## config.mk

```make
export PLATFORM = sky130hd
export DESIGN_NAME = ex_mem_skid_stage
export DESIGN_NICKNAME = d
export VERILOG_FILES = /design/src/rtl/ex_mem_skid_stage.sv
export SDC_FILE = /design/constraint.sdc
export NUM_CORES = 1
export LEC_CHECK = 0
export ABC_CLOCK_PERIOD_IN_PS = 1950
export CAP_MARGIN = 20
export CORE_MARGIN = 2
export CORE_UTILIZATION = 40
export DETAILED_ROUTE_END_ITERATION = 8
export PLACE_DENSITY = 0.68
export RECOVER_POWER = 25
export SKIP_LAST_GASP = 1
export SLEW_MARGIN = 20
export SYNTH_ARGS = -nofsm -noshare
export SYNTH_HDL_FRONTEND = slang
export SYNTH_SLANG_ARGS = --single-unit
```

## constraint.sdc

```tcl
create_clock -name clk -period 1.95 [get_ports clk]
set_clock_uncertainty 0.1 [all_clocks]
set_input_delay 0.2925 -clock clk [delete_from_list [all_inputs] [get_ports clk]]
set_output_delay 0.2925 -clock clk [all_outputs]
set_load 0.02 [all_outputs]
```

## src/rtl/ex_mem_skid_stage.sv

```systemverilog
// EX->MEM pipeline register with a valid/ready handshake and a 2-entry skid buffer.
// Decodes the mem[] control field and gates every side-effecting output with out_valid.
module ex_mem_skid_stage #(
  parameter int unsigned       XLEN      = 32,
  parameter int unsigned       ILEN      = 32,
  parameter int unsigned       WB_W      = 2,
  parameter int unsigned       CNT_W     = 16,
  parameter logic [ILEN-1:0]   NOP_INSTR = 32'h0000_0013
) (
  input  logic             clk,
  input  logic             reset_n,
  input  logic             flush,
  input  logic             in_valid,
  output logic             in_ready,
  input  logic             zero,
  input  logic [WB_W-1:0]  write_back,
  input  logic [2:0]       mem,
  input  logic [XLEN-1:0]  pc_adder,
  input  logic [XLEN-1:0]  alu_output,
  input  logic [XLEN-1:0]  rd2,
  input  logic [ILEN-1:0]  instr,
  output logic             out_valid,
  input  logic             out_ready,
  output logic             branch,
  output logic             mem_read,
  output logic             mem_write,
  output logic             zero_out,
  output logic             branch_taken,
  output logic [WB_W-1:0]  wb_out,
  output logic [XLEN-1:0]  pc_adder_out,
  output logic [XLEN-1:0]  alu,
  output logic [XLEN-1:0]  rd2_out,
  output logic [ILEN-1:0]  instr_out,
  output logic [CNT_W-1:0] stall_count
);

  typedef struct packed {
    logic            zero;
    logic [WB_W-1:0] wb;
    logic [2:0]      mem;
    logic [XLEN-1:0] pc;
    logic [XLEN-1:0] alu;
    logic [XLEN-1:0] rd2;
    logic [ILEN-1:0] instr;
  } entry_t;

  typedef enum logic [1:0] {
    EMPTY = 2'd0,
    ONE   = 2'd1,
    FULL  = 2'd2
  } state_t;

  state_t           state_q, state_d;
  entry_t           main_q, skid_q, in_entry;
  logic [CNT_W-1:0] cnt_q;
  logic             accept, deliver;
  logic             load_main_in, load_main_skid, load_skid;

  assign in_entry = '{zero:  zero,
                      wb:    write_back,
                      mem:   mem,
                      pc:    pc_adder,
                      alu:   alu_output,
                      rd2:   rd2,
                      instr: instr};

  // in_ready depends only on the registered state, never on out_ready.
  assign out_valid = (state_q != EMPTY);
  assign in_ready  = (state_q != FULL);
  assign accept    = in_valid & in_ready;
  assign deliver   = out_valid & out_ready;

  always_comb begin
    state_d        = state_q;
    load_main_in   = 1'b0;
    load_main_skid = 1'b0;
    load_skid      = 1'b0;
    case (state_q)
      EMPTY: begin
        if (accept) begin
          state_d      = ONE;
          load_main_in = 1'b1;
        end
      end
      ONE: begin
        if (accept && deliver) begin
          load_main_in = 1'b1;
        end else if (deliver) begin
          state_d = EMPTY;
        end else if (accept) begin
          state_d   = FULL;
          load_skid = 1'b1;
        end
      end
      FULL: begin
        if (deliver) begin
          state_d        = ONE;
          load_main_skid = 1'b1;
        end
      end
      default: state_d = EMPTY;
    endcase
    // Flush drops any same-cycle accept; a same-cycle delivery has already happened.
    if (flush) begin
      state_d        = EMPTY;
      load_main_in   = 1'b0;
      load_main_skid = 1'b0;
      load_skid      = 1'b0;
    end
  end

  always_ff @(posedge clk or negedge reset_n) begin
    if (!reset_n) begin
      state_q <= EMPTY;
      main_q  <= '0;
      skid_q  <= '0;
      cnt_q   <= '0;
    end else begin
      state_q <= state_d;
      if (load_main_in)   main_q <= in_entry;
      if (load_main_skid) main_q <= skid_q;
      if (load_skid)      skid_q <= in_entry;
      if (out_valid && !out_ready && (cnt_q != '1)) cnt_q <= cnt_q + CNT_W'(1);
    end
  end

  assign branch       = out_valid & main_q.mem[0];
  assign mem_write    = out_valid & main_q.mem[1];
  assign mem_read     = out_valid & main_q.mem[2];
  assign zero_out     = out_valid & main_q.zero;
  assign branch_taken = branch & zero_out;
  assign wb_out       = out_valid ? main_q.wb : '0;
  assign pc_adder_out = main_q.pc;
  assign alu          = main_q.alu;
  assign rd2_out      = main_q.rd2;
  assign instr_out    = out_valid ? main_q.instr : NOP_INSTR;
  assign stall_count  = cnt_q;

endmodule

```

Figure 1. Cell classes on the final placement (run 1).
Scale bar: 50 um. Fill, decap, tap and diode cells in grey.
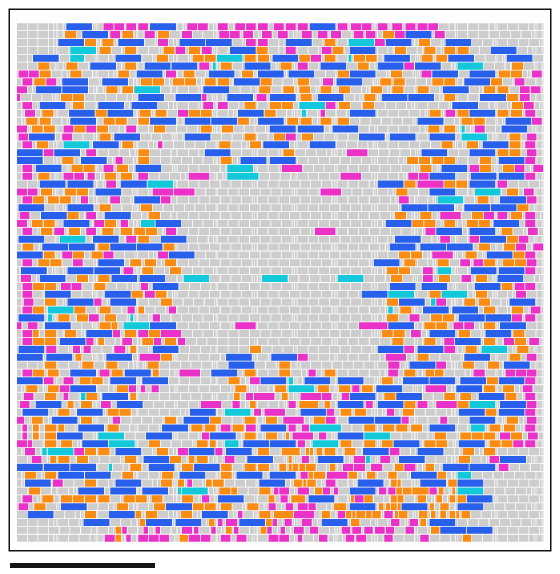
colour	class	cells
blue	registers	286
cyan	clock drivers and dummy loads	53
magenta	remaining buffers and delay cells	364
orange	remaining logic cells	504
fin area: 17620 sq um
Final Util: 53.89%
sequential cell area share: 40.61%
number of cell rows: 66
core area: 32700 sq um

Figure 2. Routing congestion map (run 1).
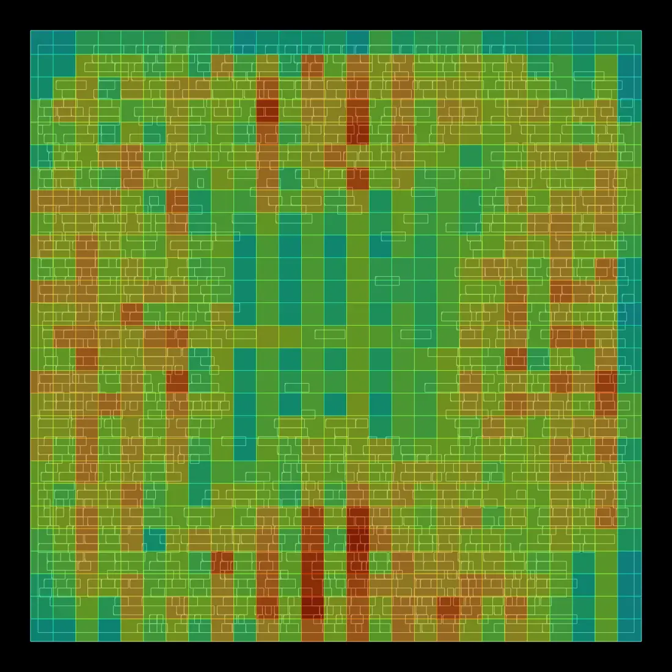
GR Util met2: 26.98%
busiest metal layer after global routing: met2
DR WL/cell: 18.03 um

==> GITHUB_STEP_SUMMARY, run 1 <==
### Metrics collected by this job

| Metric | Value |
|---|---|
| Status | `complete, but fails checks` |
| Violated checks | `negative setup slack` |
| Sw Ratio | `26.68%` |
| Total wire length | `29.77 mm` |
| Clock Power | `5.69 mW` |
| GRT met1 Usage | `22.67%` |
| Most frequent cells after synthesis | `343 x mux2_2, 286 x dfrtp_1, 97 x buf_4` |
| Root Buffer | `clkbuf_16` |
| First-pass GRT wire length | `48.04 mm` |
| Antenna diode count | `2` |
| # clk buffers | `43` |
| Ys async rst share | `100.0%` |
| Die H | `186.7 um` |
| Top class by area | `sequential cells` |
| GR met3 Demand/Resource | `5.097%` |
| Clk pwr share | `31.6%` |
| Routed Antenna Nets | `0` |
| Reg-to-reg slack, setup | `-190 ps` |
| Vias per inst | `4.833` |
| Total grt overflow | `0` |
| Top cells by area | `dfrtp_1 54%, mux2_2 29%, buf_4 5.5%` |
| EDFF count, synth | `0` |
| Setup crit end | `alu[18]` |
| Simple Share, Synth | `3.487%` |
| Slowest cell on crit path | `dfrtp_1` |
| R2R Path Start | `state_q[0]` |
| Reported max-cap violation count | `0` |
| Yosys cell count | `935` |
| Inverters | `0` |
| Power, Total | `18.00 mW` |
| Critical path endpoint category | `flip-flop` |
| # resized after CTS | `220` |
| Yosys aoi share | `0.2718%` |
| Cell type with the largest total area | `dfrtp_1` |
| Fin cells | `1651` |
| Hold Fails Final Rpt | `0` |
| Synthesis area per yosys | `13350 sq um` |
| FP Core Util | `40.82%` |
| Post-CTS setup buffers | `3` |
| CP Data Required Time | `2270 ps` |
| Metal3 WL | `2.050 mm` |
| Combinational Power Share | `23.6%` |
| Final count of negative-setup-slack endpoints | `173` |
| Filler cells | `2817` |
| Seq cells | `286` |
| Nets | `1327` |
| DR vias | `7980` |
| Comb pwr | `4.26 mW` |
| Area share of the largest cell type after synthesis | `53.61%` |
| Post-layout minimum cycle time | `2141 ps` |
| Top sig layer | `met5` |
| Hold buffers post-CTS | `1` |
| Register area share after synthesis | `53.61%` |
| RR Endpoint | `alu[18]` |
| Period utilization | `109.8%` |
| Setup ws final | `-191.3 ps` |
| Crit-path cells | `buf_4 > nand2b_4 > nor3b_4 > buf_12 > buf_12 > mux2_1 > mux2_2` |
| Dpl ws | `-356.4 ps` |
| # DRC | `0` |
| Psw | `4.803 mW` |
| Share of layout cells above drive strength 1 | `42.75%` |
| WL met2 | `13.52 mm` |
| Setup Total Neg Slack | `-24040 ps` |
| Maximum VDD drop | `0.6513 mV` |
| Synth unique cells | `28` |
| Critical path's top delay family | `multiplexers` |
| Die Size | `34850 sq um` |
Figure 3. Sequential cells coloured by netlist name (run 1).
Scale bar: 50 um. Other sequential cells in the stronger grey, the rest of the logic in the fainter grey.
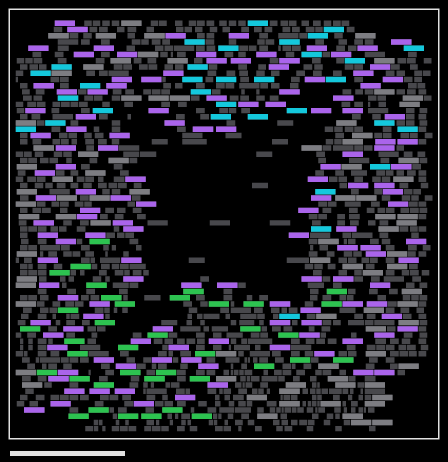
colour	netlist name	flops
green	main_q	38
cyan	alu	32
purple	skid_q	134
not coloured	82
P_seq: 8.05 mW
Sequential Area: 7157 sq um

run 1: registers in the layout, summed over array words and instances (netlist names):
signal,flops
state_q,2
skid_q,134
pc_adder_out,32
rd2_out,32
stall_count,16
main_q,38
alu,32
run 1: layout by cell type, fill, tap and decap left out, drive strengths merged:
master,count
xor2,1
and2,37
dfrtp,286
mux2,403
buf,109
a41oi,1
nand2b,4
ha,1
or3b,1
nor2,6
and4,3
a21boi,1
mux2i,1
nand3,6
dlygate4sd3,1
or2,1
clkbuf,48
nor2b,1
and3,3
bufinv,2
clkdlybuf4s50,235
nor3b,1
nor4,1
diode,2
clkinv,8
xnor2,14
a21oi,1
nand4,8
nand2,7
o21bai,2
dlygate4sd2,14
Figure 4. Cell area per tile (run 1).
19 x 19 tiles, from black (low) to pale yellow (high), 0 to 100% covered.
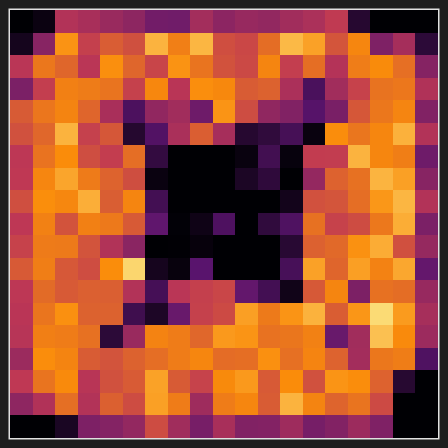

--- run 2 (diff from run 1) ---
--- a/config.mk
+++ b/config.mk
@@ -7,10 +7,11 @@
 export LEC_CHECK = 0
 export ABC_CLOCK_PERIOD_IN_PS = 1950
 export CAP_MARGIN = 20
+export CORE_ASPECT_RATIO = 0.8
 export CORE_MARGIN = 2
-export CORE_UTILIZATION = 40
+export CORE_UTILIZATION = 46
 export DETAILED_ROUTE_END_ITERATION = 8
-export PLACE_DENSITY = 0.68
+export PLACE_DENSITY = 0.77
 export RECOVER_POWER = 25
 export SKIP_LAST_GASP = 1
 export SLEW_MARGIN = 20
Figure 5. Cell area per tile (run 2).
19 x 16 tiles, from black (low) to pale yellow (high), 0 to 100% covered.
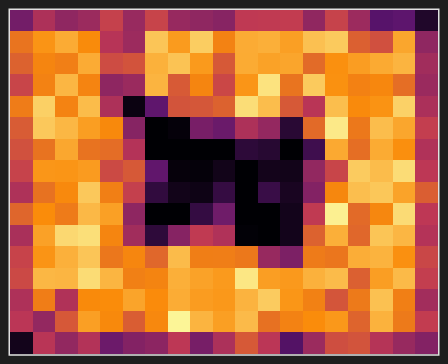
nearly empty tiles	5.6%
emptiest ninth of the die	centre
tiles over 75% full	34%
fullest tile	98%
mean over tiles	58%
Final Util: 64.13%
FP Core Util: 46.97%
core area: 28420 sq um

Figure 6. Wiring by layer (run 2).
Scale bar: 50 um. Only two layers are drawn.
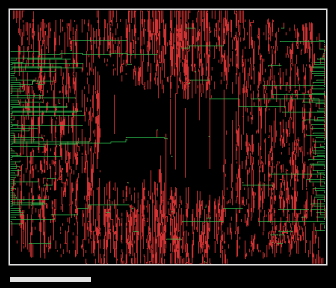
colour	layer	wire length
red	M2	14100 um
green	M3	2200 um
total wire length: 30.89 mm
all-layer global routing usage: 19.31%
DR WL/cell: 19.35 um

==> run 2 against run 1 <==
The run ends with design-rule violations, negative setup slack left. Worst hold slack better by 42 ps. Design area rose by 3.4%. Clock power down 2%. Die area decreased by 13%. Final cell count shrank 3.3%. Critical path depth decreased by 3. Critical path type is now flip-flop to output port.
==> GITHUB_STEP_SUMMARY, run 2 <==
### Metrics collected by this job

| Metric | Value |
|---|---|
| Fin cells | `1597` |
| Maximum VDD drop | `0.6868 mV` |
| First-pass GRT wire length | `47.30 mm` |
| Root Buffer | `clkbuf_16` |
| Slowest cell on crit path | `dfrtp_1` |
| R2R Path Start | `state_q[0]` |
| Antenna diode count | `0` |
| Top flop regs | `skid_q x134, main_q x38` |
| Max FFs per register | `134` |
| CTS sink count | `286` |
| Filler cells | `2072` |
| Period utilization | `110.2%` |
| Yosys cell count | `935` |
| Power, Total | `18.06 mW` |
| Number of cell rows | `55` |
| Ys async rst share | `100.0%` |
| Setup Total Neg Slack | `-25280 ps` |
| P_seq | `8.09 mW` |
| Hold Fails Final Rpt | `0` |
| EDFF count, synth | `0` |
| Critical path's top delay family | `simple AND/OR/NAND/NOR gates` |
| Critical path endpoint category | `output port` |
| Comb pwr | `4.41 mW` |
| Die Size | `30410 sq um` |
| Most frequent cells after synthesis | `343 x mux2_2, 286 x dfrtp_1, 97 x buf_4` |
| Total grt overflow | `0` |
| Routed Antenna Nets | `0` |
| CP Data Required Time | `1560 ps` |
| Vias per inst | `5.101` |
| Clk pwr share | `30.8%` |
| Setup ws final | `-198.0 ps` |
| Combinational Power Share | `24.4%` |
| Nets | `1345` |
| Post-layout minimum cycle time | `2148 ps` |
| Synthesis area per yosys | `13350 sq um` |
| Hold buffers post-CTS | `1` |
| Synth unique cells | `28` |
| Final count of negative-setup-slack endpoints | `173` |
| Commonest Layout Cell | `mux2_2` |
| DR vias | `8146` |
| Most instantiated library cell after synthesis | `mux2_2` |
| Reported max-cap violation count | `0` |
| Register area share after synthesis | `53.61%` |
| Psw | `4.895 mW` |
| Area share of the largest cell type after synthesis | `53.61%` |
| Cell type with the largest total area | `dfrtp_1` |
| Violated checks | `design-rule violations, negative setup slack` |
| Share of layout cells above drive strength 1 | `45.56%` |
| Status | `complete, but fails checks` |
| Yosys aoi share | `0.2718%` |
| Crit-path cells | `or2_4 > buf_12 > and2_1 > buf_2` |
| Worst-case clock buffer depth | `3` |
| Sw Ratio | `27.10%` |
| Fin area | `18230 sq um` |
| Top cells excl fill/tap | `302 x mux2_2, 286 x dfrtp_1, 196 x clkdlybuf4s50_1` |
| Simple Share, Synth | `3.487%` |
| # DRC | `22` |
| Post-CTS setup buffers | `4` |
| Reg-to-reg slack, setup | `-190 ps` |
| Reg with most FFs | `skid_q` |
| RR Endpoint | `main_q[7]` |
| Top cells by area | `dfrtp_1 54%, mux2_2 29%, buf_4 5.5%` |
| Dpl ws | `-408.2 ps` |
| Setup crit end | `instr_out[5]` |
-- run 2: cell families after synthesis --
| family | count (synthesis) |
|---|---|
| muxes | 404 |
| buffers and inverters | 145 |
| AOI/OAI and AO/OA | 5 |
| DFF | 286 |
| xor gates and xnor gates | 15 |
| adders and majority gates | 1 |
| and+or+nand+nor | 79 |
-- run 2: final cells by class --
class | instances | area, sq um | area share [%]
Clock buffer | 42 | 844.6 | 4.634
Clock inverter | 11 | 117.6 | 0.6453
Sequential cell | 286 | 7157 | 39.27
Multi-Input combinational cell | 504 | 5512 | 30.24
Timing Repair Buffer | 384 | 4131 | 22.67
Tap cell | 370 | 462.9 | 2.540
-- run 2: per-layer routing --
layer  part of all wire (%)  GRT usage [%]
met1                     45          26.74
met2                     46          30.74
met3                    7.1          5.409
met4                    1.9          3.516
met5                      0              0
Figure 7. Cell classes on the final placement (run 2).
Scale bar: 50 um. Fill, decap, tap and diode cells in grey.
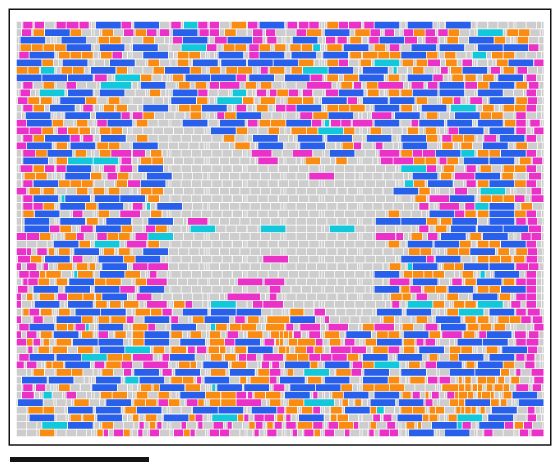

--- run 3 (diff from run 2) ---
--- a/config.mk
+++ b/config.mk
@@ -13,6 +13,7 @@
 export DETAILED_ROUTE_END_ITERATION = 8
 export PLACE_DENSITY = 0.77
 export RECOVER_POWER = 25
+export REMOVE_ABC_BUFFERS = 1
 export SKIP_LAST_GASP = 1
 export SLEW_MARGIN = 20
 export SYNTH_ARGS = -nofsm -noshare
Figure 8. Cell classes on the final placement (run 3).
Scale bar: 50 um. Fill, decap, tap and diode cells in grey.
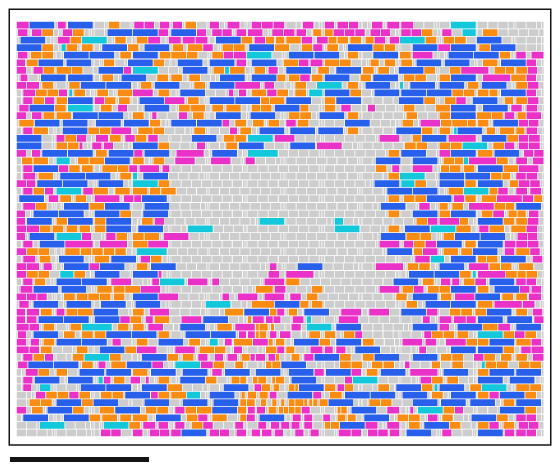
colour	class	cells
orange	remaining logic cells	504
magenta	remaining buffers and delay cells	402
cyan	clock drivers and dummy loads	54
blue	registers	286
fin area: 18900 sq um
sequential cell area share: 37.86%
number of cell rows: 55

Figure 9. Routing congestion map (run 3).
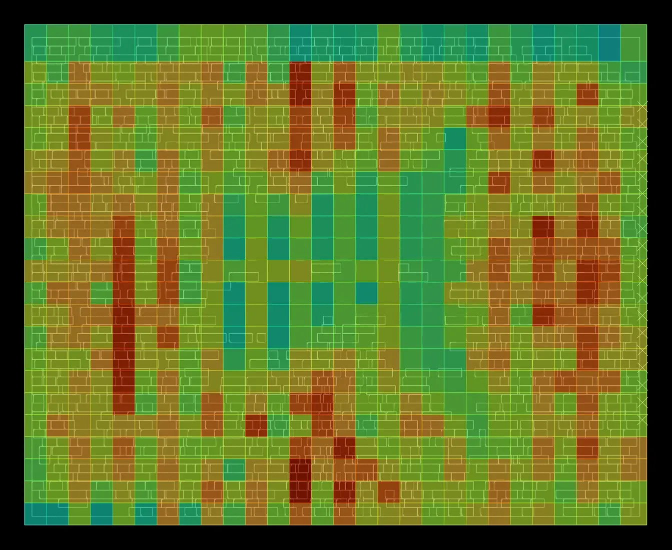
Final Util: 66.51%
all-layer global routing usage: 20.87%
GRT met1 Usage: 28.50%
GR met3 Demand/Resource: 5.259%

==> run 3 against run 2 <==
The flow still finishes with violations (design-rule violations, negative setup slack). Via count is 2.5% higher. Final cell count is 1.2% higher. Design area increased by 3.7%. Area after synthesis is the same. Synthesized cell count unchanged. Largest cell class unchanged.
==> GITHUB_STEP_SUMMARY, run 3 <==
### Metrics collected by this job

| Metric | Value |
|---|---|
| Status | `complete, but fails checks` |
| Violated checks | `design-rule violations, negative setup slack` |
| Die Size | `30410 sq um` |
| CTS sink count | `286` |
| Simple Share, Synth | `3.487%` |
| Top cells excl fill/tap | `305 x mux2_2, 286 x dfrtp_1, 167 x clkdlybuf4s50_1` |
| Nets | `1363` |
| CP Data Required Time | `2270 ps` |
| Met1 Wirelength | `14.81 mm` |
| Filler cells | `1994` |
| Post-CTS setup buffers | `21` |
| Total wire length | `33.55 mm` |
| Syn avg cell area | `14.28 sq um` |
| Logic area | `5619 sq um` |
| Vias per inst | `5.165` |
| DR vias | `8347` |
| Yosys cell count | `935` |
| Slowest cell on crit path | `dfrtp_1` |
| Fin cells | `1616` |
| Metal3 WL | `2.279 mm` |
| # DRC | `19` |
| Worst-case clock buffer depth | `3` |
| EDFF count, synth | `0` |
| Synthesis area per yosys | `13350 sq um` |
| Setup Total Neg Slack | `-36600 ps` |
| Comb pwr | `4.64 mW` |
| WL met2 | `15.69 mm` |
| Sw Ratio | `27.43%` |
| Root Buffer | `clkbuf_16` |
| Core area | `28420 sq um` |
| Max FFs per register | `134` |
| DR WL/cell | `20.76 um` |
| # resized after CTS | `292` |
| Period utilization | `116.0%` |
| Setup ws final | `-311.6 ps` |
| Busiest metal layer after global routing | `met2` |
| Yosys aoi share | `0.2718%` |
| Clock Power | `5.76 mW` |
| Top cells by area | `dfrtp_1 54%, mux2_2 29%, buf_4 5.5%` |
| Clk pwr share | `31.1%` |
| Crit-path cells | `buf_6 > nand2b_4 > nor3b_4 > buf_8 > buf_12 > buf_16 > mux2_1 > mux2_2` |
| Critical path's top delay family | `multiplexers` |
| Top flop regs | `skid_q x134, main_q x38` |
| Share of layout cells above drive strength 1 | `49.28%` |
| Hold buffers post-CTS | `1` |
| GR Util met2 | `33.91%` |
| Maximum VDD drop | `0.7448 mV` |
| Power, Total | `18.55 mW` |
| Ys async rst share | `100.0%` |
| Hold Fails Final Rpt | `0` |
| Die H | `156.4 um` |
| First-pass GRT wire length | `50.61 mm` |
| Area share of the largest cell type after synthesis | `53.61%` |
| Synth unique cells | `28` |
| R2R Path Start | `state_q[0]` |
| Reported max-cap violation count | `0` |
| Combinational Power Share | `25.0%` |
| Reg with most FFs | `skid_q` |
| Psw | `5.090 mW` |
| Routed Antenna Nets | `0` |
| Most instantiated library cell after synthesis | `mux2_2` |
| Final count of negative-setup-slack endpoints | `174` |
| Cell type with the largest total area | `dfrtp_1` |
## run 3: cell counts after synthesis
No cell type changed its count.
## run 3: worst min-delay path by stage
stage	end	from	cells past startpoint
after global routing	skid_q[93]	alu_output[29]	2
after floorplan	alu[0]	reset_n	0
after CTS	alu[10]	reset_n	2
after global placement	alu[10]	reset_n	1
after detailed placement	pc_adder_out[20]	reset_n	1
final	skid_q[93]	alu_output[29]	2
## run 3: layout make-up
cell class	count	share of cell area, %
Clock inverter	12	0.7877
Sequential cell	286	37.86
Clock buffer	42	4.468
Multi-Input combinational cell	504	29.73
Timing Repair Buffer	402	24.71
Tap cell	370	2.449
## run 3: worst register-to-register path: stages (launching register included)
cell and delay, ps:
dfrtp_1 400, buf_6 120, nand2b_4 150, nor3b_4 260, buf_8 220, buf_12 150
buf_16 120, mux2_1 340, mux2_2 280
No activity file was given, so power comes from the tool's default toggle rates.
